==> src/rtl/systolic_feeder.sv <==
// systolic_feeder: buffers a 4-row weight tile, bursts it into a 4x4 weight-stationary array,
// streams skewed activations and captures results. Build option: FEEDER_SKEW_EN (per-lane diagonal skew).
module systolic_feeder #(
    parameter int ARRAY_LAT = 6,
    parameter int CNT_W     = 16
) (
    input  logic             i_clk,
    input  logic             i_rst_n,
    input  logic             i_start,
    input  logic [CNT_W-1:0] i_n_vec,
    input  logic [12:0]      i_param_in,
    input  logic             i_relu_in,
    input  logic             i_w_valid,
    output logic             o_w_ready,
    input  logic [127:0]     i_w_data,
    input  logic             i_a_valid,
    output logic             o_a_ready,
    input  logic [31:0]      i_a_data,
    output logic             o_we_valid,
    output logic [127:0]     o_weight,
    output logic             o_ac_valid,
    output logic [31:0]      o_activate,
    output logic [12:0]      o_matmul_param,
    output logic             o_relu,
    input  logic [31:0]      i_matmul_data,
    output logic             o_res_valid,
    output logic [31:0]      o_res_data,
    output logic             o_busy,
    output logic             o_done,
    output logic [2:0]       o_dbg_state
);

`ifdef FEEDER_SKEW_EN
    localparam int CAP_D = ARRAY_LAT + 3;
`else
    localparam int CAP_D = ARRAY_LAT;
`endif

    typedef enum logic [2:0] {
        S_IDLE     = 3'd0,
        S_W_FILL   = 3'd1,
        S_W_BURST  = 3'd2,
        S_A_STREAM = 3'd3,
        S_FLUSH    = 3'd4,
        S_DONE     = 3'd5
    } state_t;

    state_t           r_state;
    state_t           w_next;
    logic [CNT_W-1:0] r_n;
    logic [CNT_W-1:0] r_acnt;
    logic [CNT_W-1:0] r_rcnt;
    logic [12:0]      r_param;
    logic             r_relu;
    logic [127:0]     r_wbuf [4];
    logic [1:0]       r_wcnt;
    logic [1:0]       r_bcnt;
    logic             r_v0;
    logic [CAP_D-1:0] r_dl;
    logic             r_res_valid;
    logic [31:0]      r_res_data;
    logic             w_w_acc;
    logic             w_a_acc;
    logic             w_tap;
    logic             w_adv;
    logic [31:0]      w_in_data;

    // Handshake: a beat transfers on the rising edge where valid && ready are both high;
    // ready is a function of state only and never waits on valid.
    assign w_w_acc   = i_w_valid && o_w_ready;
    assign w_a_acc   = i_a_valid && o_a_ready;
    assign w_tap     = r_dl[CAP_D-1];
    assign w_adv     = (r_state == S_A_STREAM) || (r_state == S_FLUSH);
    assign w_in_data = w_a_acc ? i_a_data : '0;

    always_ff @(posedge i_clk or negedge i_rst_n) begin
        if (!i_rst_n) begin
            r_state <= S_IDLE;
        end else begin
            r_state <= w_next;
        end
    end

    always_comb begin
        w_next     = r_state;
        o_w_ready  = 1'b0;
        o_a_ready  = 1'b0;
        o_we_valid = 1'b0;
        o_weight   = '0;
        o_busy     = 1'b1;
        o_done     = 1'b0;
        case (r_state)
            S_IDLE: begin
                o_busy = 1'b0;
                if (i_start) w_next = S_W_FILL;
            end
            S_W_FILL: begin
                o_w_ready = 1'b1;
                if (i_w_valid && (r_wcnt == 2'd3)) w_next = S_W_BURST;
            end
            S_W_BURST: begin
                o_we_valid = 1'b1;
                o_weight   = r_wbuf[r_bcnt];
                if (r_bcnt == 2'd3) w_next = (r_n == '0) ? S_DONE : S_A_STREAM;
            end
            S_A_STREAM: begin
                o_a_ready = (r_acnt < r_n);
                if (i_a_valid && (r_acnt == r_n - CNT_W'(1))) w_next = S_FLUSH;
            end
            S_FLUSH: begin
                // Leave on the capture of the final result so DONE lines up with its res_valid.
                if (w_tap && (r_rcnt == r_n - CNT_W'(1))) w_next = S_DONE;
            end
            S_DONE: begin
                o_done = 1'b1;
                w_next = S_IDLE;
            end
            default: w_next = S_IDLE;
        endcase
    end

    always_ff @(posedge i_clk or negedge i_rst_n) begin
        if (!i_rst_n) begin
            r_n     <= '0;
            r_param <= '0;
            r_relu  <= 1'b0;
            r_wcnt  <= '0;
            r_bcnt  <= '0;
            r_acnt  <= '0;
            r_rcnt  <= '0;
            for (int k = 0; k < 4; k++) r_wbuf[k] <= '0;
        end else if ((r_state == S_IDLE) && i_start) begin
            r_n     <= i_n_vec;
            r_param <= i_param_in;
            r_relu  <= i_relu_in;
            r_wcnt  <= '0;
            r_bcnt  <= '0;
            r_acnt  <= '0;
            r_rcnt  <= '0;
        end else begin
            if (w_w_acc) begin
                r_wbuf[r_wcnt] <= i_w_data;
                r_wcnt         <= r_wcnt + 2'd1;
            end
            if (o_we_valid) r_bcnt <= r_bcnt + 2'd1;
            if (w_a_acc) r_acnt <= r_acnt + CNT_W'(1);
            if (w_tap) r_rcnt <= r_rcnt + CNT_W'(1);
        end
    end

`ifdef FEEDER_SKEW_EN
    // Lane k carries a (k+1)-deep shift chain; only its oldest byte reaches the array.
    logic [7:0]  r_l0;
    logic [15:0] r_l1;
    logic [23:0] r_l2;
    logic [31:0] r_l3;

    always_ff @(posedge i_clk or negedge i_rst_n) begin
        if (!i_rst_n) begin
            r_l0 <= '0;
            r_l1 <= '0;
            r_l2 <= '0;
            r_l3 <= '0;
        end else if (w_adv) begin
            r_l0 <= w_in_data[7:0];
            r_l1 <= {r_l1[7:0], w_in_data[15:8]};
            r_l2 <= {r_l2[15:0], w_in_data[23:16]};
            r_l3 <= {r_l3[23:0], w_in_data[31:24]};
        end
    end

    assign o_activate = {r_l3[31:24], r_l2[23:16], r_l1[15:8], r_l0};
`else
    logic [31:0] r_act;

    always_ff @(posedge i_clk or negedge i_rst_n) begin
        if (!i_rst_n) begin
            r_act <= '0;
        end else if (w_adv) begin
            r_act <= w_in_data;
        end
    end

    assign o_activate = r_act;
`endif

    always_ff @(posedge i_clk or negedge i_rst_n) begin
        if (!i_rst_n) begin
            r_v0        <= 1'b0;
            r_dl        <= '0;
            r_res_valid <= 1'b0;
            r_res_data  <= '0;
        end else begin
            if (w_adv) r_v0 <= w_a_acc;
            r_dl        <= {r_dl[CAP_D-2:0], w_a_acc};
            r_res_valid <= w_tap;
            r_res_data  <= w_tap ? i_matmul_data : '0;
        end
    end

    assign o_ac_valid     = r_v0;
    assign o_res_valid    = r_res_valid;
    assign o_res_data     = r_res_data;
    assign o_matmul_param = o_busy ? r_param : '0;
    assign o_relu         = o_busy && r_relu;
    assign o_dbg_state    = r_state;

endmodule

==> config.mk <==
export PLATFORM = sky130hd
export DESIGN_NAME = systolic_feeder
export DESIGN_NICKNAME = d
export VERILOG_FILES = /design/src/rtl/systolic_feeder.sv
export SDC_FILE = /design/constraint.sdc
export NUM_CORES = 1
export LEC_CHECK = 0
export ABC_AREA = 1
export CORE_UTILIZATION = 30
export DETAILED_ROUTE_END_ITERATION = 10
export GPL_ROUTABILITY_DRIVEN = 0
export PLACE_DENSITY = 0.46
export SLEW_MARGIN = 20
export SYNTH_ARGS = -nofsm -noshare
export SYNTH_HDL_FRONTEND = slang
export SYNTH_SLANG_ARGS = --single-unit
==> constraint.sdc <==
create_clock -name i_clk -period 2.8 [get_ports i_clk]
set_input_delay 0.42 -clock i_clk [delete_from_list [all_inputs] [get_ports i_clk]]
set_output_delay 0.42 -clock i_clk [all_outputs]
set_load 0.01 [all_outputs]
Fig. 1: run 1, met2 routing
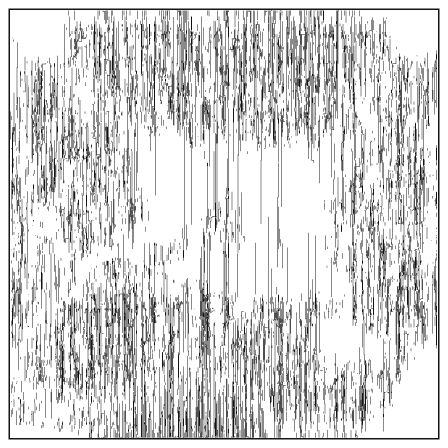
The longest straight run is 105 um. 3156 nets have wire on it. The wires run mostly vertical. The layer carries 46.7 mm of wire. The layer holds 47% of the routed length.
Routed WL: 98.6 mm
vias: 24146
met2 global-route usage: 0.314

Fig. 2: run 1, clock wiring as the flow saved it
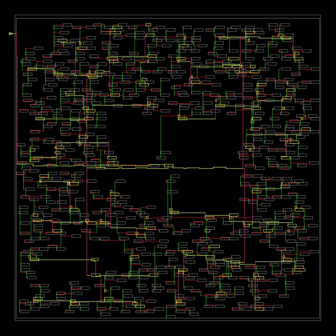
Final Skew: 21.7 ps
Num CTS Buffers: 81
Sink Count: 653

==> impl_metrics.ini, run 1 <==
; flow metrics
[cts]
cts_tree = done
clock_latency_ps = 650

[cells_and_area]
fillers = 9869
final_cells = 5041
utilization = 0.404
layout_top_cell = dfrtp_1

[synthesis]
syn_area_per_cell_sq_um = 9.39
yosys_warnings = 0
yosysCellCount = 3211
netlist_instances = 3211
synthAdderAreaFrac = 0.0104
ys_sh_mux = 0.0956
netlist_area_sq_um = 30100
synth_flops = 653
logic_family = AND-OR/OR-AND gates
fp_nets = 3463
ys_sh_aoi = 0.174
ys_area_sq_um = 30100
synth_cell_type_count = 39
top_area_frac = 0.542
xor_share = 0.00465
synth_area_leader_cell = dfrtp_1
simple_gate_share = 0.0905

[drt]
drc = 0
ant_nets = 0
dr.pass1.iters = 6
wl_per_cell_um = 19.6
drt_iter0_drc = 1631
vias_per_cell = 4.79

[floorplan]
die_area_sq_um = 102000
die_w_um = 319
io_pins = 443

[sta]
fmax_mhz = 361
slew_headroom = 0.602
hold_violations = 0
fin_tns_setup_ps = 0
grt_setup_unrepaired = true

[min_path]
hp-start = i_matmul_data[30]
hold_depth = 3
hp-class = input pin to flop

[power_and_ir_drop]
seq_power_share = 0.451
p_per_area_nw_per_um2 = 524
ir_drop_uv = 418
pg_clk_mw = 10.8
power-top-group = the clock network
powerSeq_mw = 9.44
pwr-share-clk = 0.517

[global_route]
grt_first_pass_wirelength_mm = 152
grt_overflow_total = 0
grt_antenna_before_repair = 3
grt_max_degree = 119
grt_use_total = 0.193

[critical_path]
reg2reg_from = r_acnt[0]$_DFFE_PN0P_
r2r_setup_slack_ps = 480
reg2reg_depth = 12
start_kind = flop
critPathKind = flop to primary output

[outcome]
outcome = complete, no violations

[placed_design]
dpl.hpwl_mm = 61.9
dp_cells = 4833
port_buffers = 442
Fig. 3: run 1, cell sizes after repair
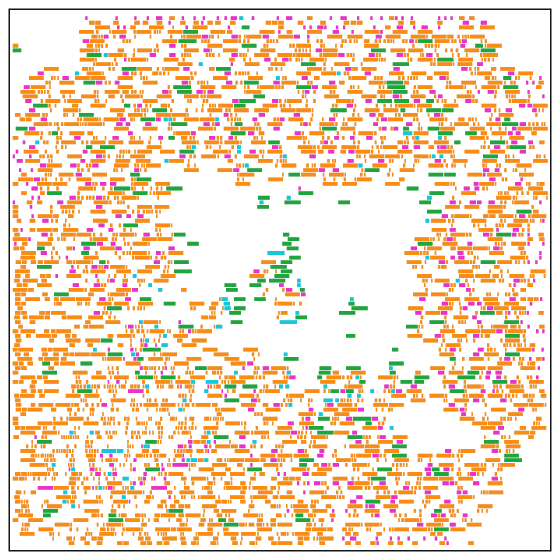
Green marks drive 6 and up, cells 199, share 5.3%. Cyan marks drive 3 to 4, cells 93, share 2.5%. Orange marks drive 1 or less, cells 2963, share 79%. Magenta marks drive 2, cells 498, share 13%.
cell area after layout: 40000 sq um
number of non-clock buffers: 596
Layout area overhead: 32.6%
Final WS setup: 26.7 ps

[run 1: through the flow]
stage | worst slack (ps) | area, sq um | hold slack, ps | power [mW]
floorplan | 675 | 30100 | 124 | 9.61
global placement | 149 | 36400 | 333 | 10.3
detailed placement | 151 | 36400 | 337 | 10.3
CTS | -135 | 39700 | 223 | 21.3
global route | -82.4 | 39900 | 250 | 21.8
finish | 26.7 | 40000 | 290 | 21.0
[run 1: per-layer routing]
layer	up-vias	wire length (um)	GRT usage
li1	11674	-	-
met1	11818	45200	0.260
met2	551	46700	0.314
met3	97	5100	0.0385
met4	6	1590	0.0493
met5	-	39	0
[run 1: cells by family (layout without fill, tap and decap cells)]
| logic type | after synthesis | count (layout) |
|---|---|---|
| other | 0 | 1 |
| buffers and inverters | 589 | 1131 |
| multiplexers | 256 | 256 |
| adder cells (fa/ha/maj) | 25 | 25 |
| XOR/XNOR | 16 | 16 |
| AND-OR/OR-AND | 1021 | 1021 |
| AND/OR/NAND/NOR | 651 | 651 |
| flip-flops | 653 | 653 |
[run 1: final cells by class]
cell class	instances	area, sq um	share of cell area
Antenna cell	1	2.50	0.0000626
Clock buffer	116	2360	0.0591
Clock inverter	32	392	0.00980
Inverter	385	1490	0.0373
Multi-Input combinational cell	1969	11700	0.293
Sequential cell	653	16400	0.409
Tap cell	1287	1610	0.0403
Timing Repair Buffer	596	6030	0.151
Timing Repair inverter	2	25.0	0.000626
[run 1: cell usage after synthesis, drive strengths merged]
library cell	n
dfrtp	653
o21ai	573
nand2	457
a21oi	409
inv	384
mux2	256
buf	105
clkbuf	99
nor2	89
nand3	68
a22o	32
ha	25
nor3	16
xor2	14
nand4	11
nor4	6
nand3b	2
nor3b	2
o22ai	2
xnor2	2
a211oi	1
a221oi	1
a31oi	1
a41oi	1
clkinv	1
o2111ai	1
[run 1: registers in the layout, indices dropped and copies added, names as in the netlist]
register,flops
r_rcnt,16
o_activate,32
o_res_data,32
r_n,16
o_ac_valid,1
r_relu,1
r_dl,6
r_wbuf,512
r_bcnt,2
o_res_valid,1
r_wcnt,2
r_acnt,16
o_dbg_state,3
r_param,13
[run 1: worst max-delay path, stage by stage (launching register included)]
cell     delay, ps
dfrtp_4        570
buf_4          180
buf_4          140
buf_16         160
a21oi_1        130
o21ai_0        100
a21oi_1        230
buf_2          190
[run 1: worst max-delay path by stage]
stage                     cells after the start       endpoint  slack (ps)                        from
after floorplan                               7   o_weight[23]         670  o_dbg_state[2]$_DFFE_PN0P_
after global placement                        8   o_weight[61]         150  o_dbg_state[1]$_DFFE_PN0P_
after detailed placement                      7   o_weight[61]         150  o_dbg_state[2]$_DFFE_PN0P_
after CTS                                     8  o_weight[106]        -130       r_bcnt[0]$_DFFE_PN0P_
after global routing                          8   o_weight[72]         -80       r_bcnt[0]$_DFFE_PN0P_
final                                         7   o_weight[46]          30       r_bcnt[0]$_DFFE_PN0P_
[run 1: timing repair]
action	in CTS	in global routing
resized	646	88
buffers inserted	35	10
endpoints found under the hold margin	23	0
pin swaps	100	50
endpoints found under the setup margin	130	95
cloned	12	5
hold buffers	1	0
==> inputs of run 2 (changes only) <==
--- a/config.mk
+++ b/config.mk
@@ -8,7 +8,6 @@
 export ABC_AREA = 1
 export CORE_UTILIZATION = 30
 export DETAILED_ROUTE_END_ITERATION = 10
-export GPL_ROUTABILITY_DRIVEN = 0
 export PLACE_DENSITY = 0.46
 export SLEW_MARGIN = 20
 export SYNTH_ARGS = -nofsm -noshare
Fig. 4: run 2, cell sizes after repair
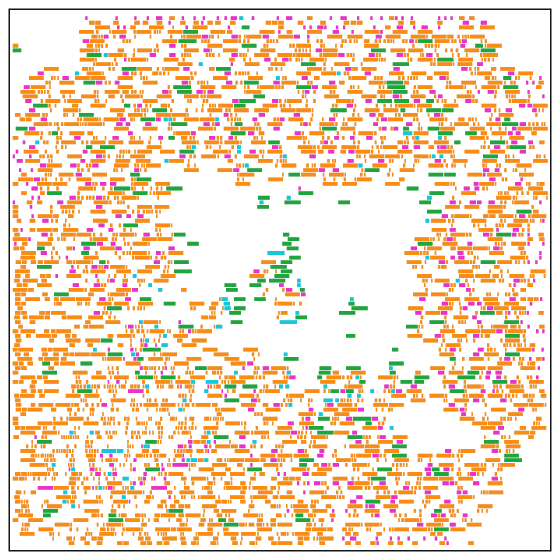
Green marks drive 6 and up, cells 199, share 5.3%. Cyan marks drive 3 to 4, cells 93, share 2.5%. Magenta marks drive 2, cells 498, share 13%. Orange marks drive 1 or less, cells 2963, share 79%.

Fig. 5: run 2, clock wiring as the flow saved it
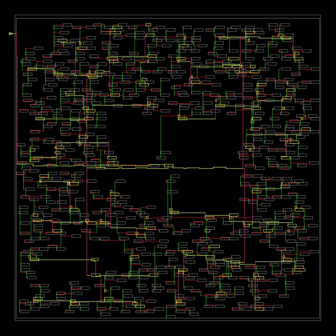
CLK BUF: 116
worst skew pair latency: 650 ps

==> run 2 against run 1 <==
Effect of this change:
- non-clock buffer count did not move
- total power did not move
- count of clock-buffer cells in the layout did not move
- hold slack did not move
- area after synthesis did not move
- design area did not move
- global-route usage did not move
- flip-flop count did not move
==> impl_metrics.ini, run 2 <==
; flow metrics
[cts]
clkSinkCount = 653
cts_tree = done
cts_buffers = 81
h-tree-depth = 3
clkTransAtPathRegs_ps = 60

[floorplan]
io_pins = 443
die_area_sq_um = 102000
die_w_um = 319
fp-utilization = 0.304

[drt]
dr.pass1.iters = 6
drt_iter0_drc = 1631
drc = 0
wl_per_cell_um = 19.6
vias = 24146
ant_nets = 0
vias_per_cell = 4.79
finalWirelength_mm = 98.6

[global_route]
grt_overflow_total = 0
grt_use_total = 0.193
grt_antenna_before_repair = 3
grt_first_pass_wirelength_mm = 152
grt_max_degree = 119

[synthesis]
ys_area_sq_um = 30100
ys_async_sr_fraction = 1.00
synth_cell_type_count = 39
flop_cell = dfrtp_1
top_cells_by_count = 653 x dfrtp_1, 568 x o21ai_0, 446 x nand2_1
netlist_area_sq_um = 30100
most_common_cell = dfrtp_1
yosys_warnings = 0
syn_area_per_cell_sq_um = 9.39
netlist_instances = 3211
synth_area_leader_cell = dfrtp_1
edf_count = 0
top_area_frac = 0.542
fp_nets = 3463
synth_flops = 653
yosysCellCount = 3211

[sta]
slew_headroom = 0.602
slew_viol_final = 0
finalCritPeriodShare = 0.990
fmax_mhz = 361
skew_ps = 21.7
final.setup.worst_slack_ps = 26.7
min_period_ps = 2770
hold_violations = 0
grt_setup_unrepaired = true

[min_path]
hp-class = input pin to flop
hold_depth = 3
hp-start = i_matmul_data[30]

[critical_path]
path_max_fanout = 17
r2r_setup_slack_ps = 480
crit_chain = buf_4, buf_4, buf_16, a21oi_1, o21ai_0, a21oi_1, buf_2
reg2reg_depth = 12
crit_path_top_delay_cell = dfrtp_4
critPathKind = flop to primary output
critical_path.max_stage_delay_ps = 570
reg2reg_from = r_acnt[0]$_DFFE_PN0P_
worst_ep_required_time_ps = 2380
start_kind = flop

[outcome]
outcome = complete, no violations

[placed_design]
pre_cts_ws_ps = 151
dpl.hpwl_mm = 61.9
dp_cells = 4833
port_buffers = 442

[power_and_ir_drop]
p_total_mw = 21.0
ir_drop_uv = 418
p_per_area_nw_per_um2 = 524
p_leak_nw = 19.3

[cells_and_area]
largest-register = r_wbuf
largest_reg_flops = 512
nNetsFinal = 3940
area_delta_synth_final_pct = 32.6
utilization = 0.404
layout_top_cell = dfrtp_1
final_cells = 5041
Fig. 6: run 2, met2 routing
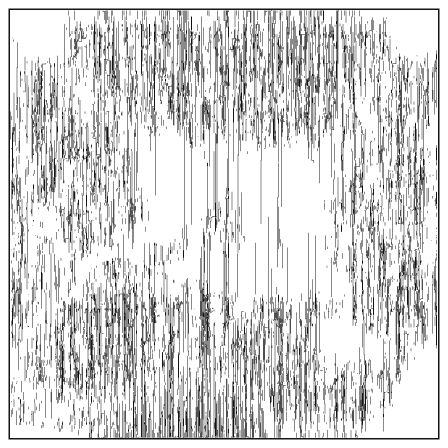
3156 nets have wire on it. The layer holds 47% of the routed length. The layer carries 46.7 mm of wire. The wires run mostly vertical.

run 2: cell counts in the layout (fill, tap and decap cells not counted):
Identical to the previous run, type by type.
run 2: critical path, delay by kind of cell, from the launching register on:
family | cells | cell delay [ps]
AND-OR/OR-AND | 3 | 460
buffers and inverters | 4 | 670
flip-flops | 1 | 570
run 2: final cells by class:
| class | instances | area [sq um] |
|---|---|---|
| Timing Repair Buffer | 596 | 6030 |
| Clock inverter | 32 | 392 |
| Fill cell | 9869 | 59000 |
| Timing Repair inverter | 2 | 25.0 |
| Antenna cell | 1 | 2.50 |
| Inverter | 385 | 1490 |
| Clock buffer | 116 | 2360 |
| Multi-Input combinational cell | 1969 | 11700 |
| Sequential cell | 653 | 16400 |
| Tap cell | 1287 | 1610 |
run 2: report_power, final:
group	leakage [nW]	internal (mW)	switching [mW]
logic	10.5	0.317	0.352
clock network	1.36	6.53	4.31
registers	7.51	9.44	0
total	19.3	16.3	4.66
run 2: stage by stage:
| stage | setup TNS (ps) | hold slack [ps] | instance area, sq um |
|---|---|---|---|
| 2_1_floorplan | 0 | 124 | 30100 |
| 3_3_place_gp | 0 | 333 | 36400 |
| 3_5_place_dp | 0 | 337 | 36400 |
| 4_1_cts | -1010 | 223 | 39700 |
| 5_1_grt | -809 | 250 | 39900 |
| 6_report | 0 | 290 | 40000 |
run 2: worst max path at each step:
stage | slack [ps] | end | startpoint | depth (start not counted)
2_1_floorplan | 670 | o_weight[23] | o_dbg_state[2]$_DFFE_PN0P_ | 7
3_3_place_gp | 150 | o_weight[61] | o_dbg_state[1]$_DFFE_PN0P_ | 8
3_5_place_dp | 150 | o_weight[61] | o_dbg_state[2]$_DFFE_PN0P_ | 7
4_1_cts | -130 | o_weight[106] | r_bcnt[0]$_DFFE_PN0P_ | 8
5_1_grt | -80 | o_weight[72] | r_bcnt[0]$_DFFE_PN0P_ | 8
6_report | 30 | o_weight[46] | r_bcnt[0]$_DFFE_PN0P_ | 7
run 2: routing by layer:
layer  vias up  share of wire  GRT usage
met5         -        0.00040          0
met4         6          0.016     0.0493
met3        97          0.052     0.0385
met2       551           0.47      0.314
met1     11818           0.46      0.260
li1      11674              -          -
run 2: timing repair:
item	in CTS	in global routing
endpoints found under the setup margin	130	95
setup buffers	35	10
pin swaps	100	50
hold buffers	1	0
gates resized	646	88
endpoints found under the hold margin	23	0
cloned	12	5
run 2: cell families after synthesis:
| kind of cell | Yosys count | synth area share |
|---|---|---|
| compound gates | 1021 | 0.174 |
| xor+xnor | 16 | 0.00465 |
| fa+ha+maj | 25 | 0.0104 |
| simple gates | 651 | 0.0905 |
| flops | 653 | 0.542 |
| buf+inv | 589 | 0.0823 |
| mux | 256 | 0.0956 |
No activity file was given, so power comes from the tool's default toggle rates.
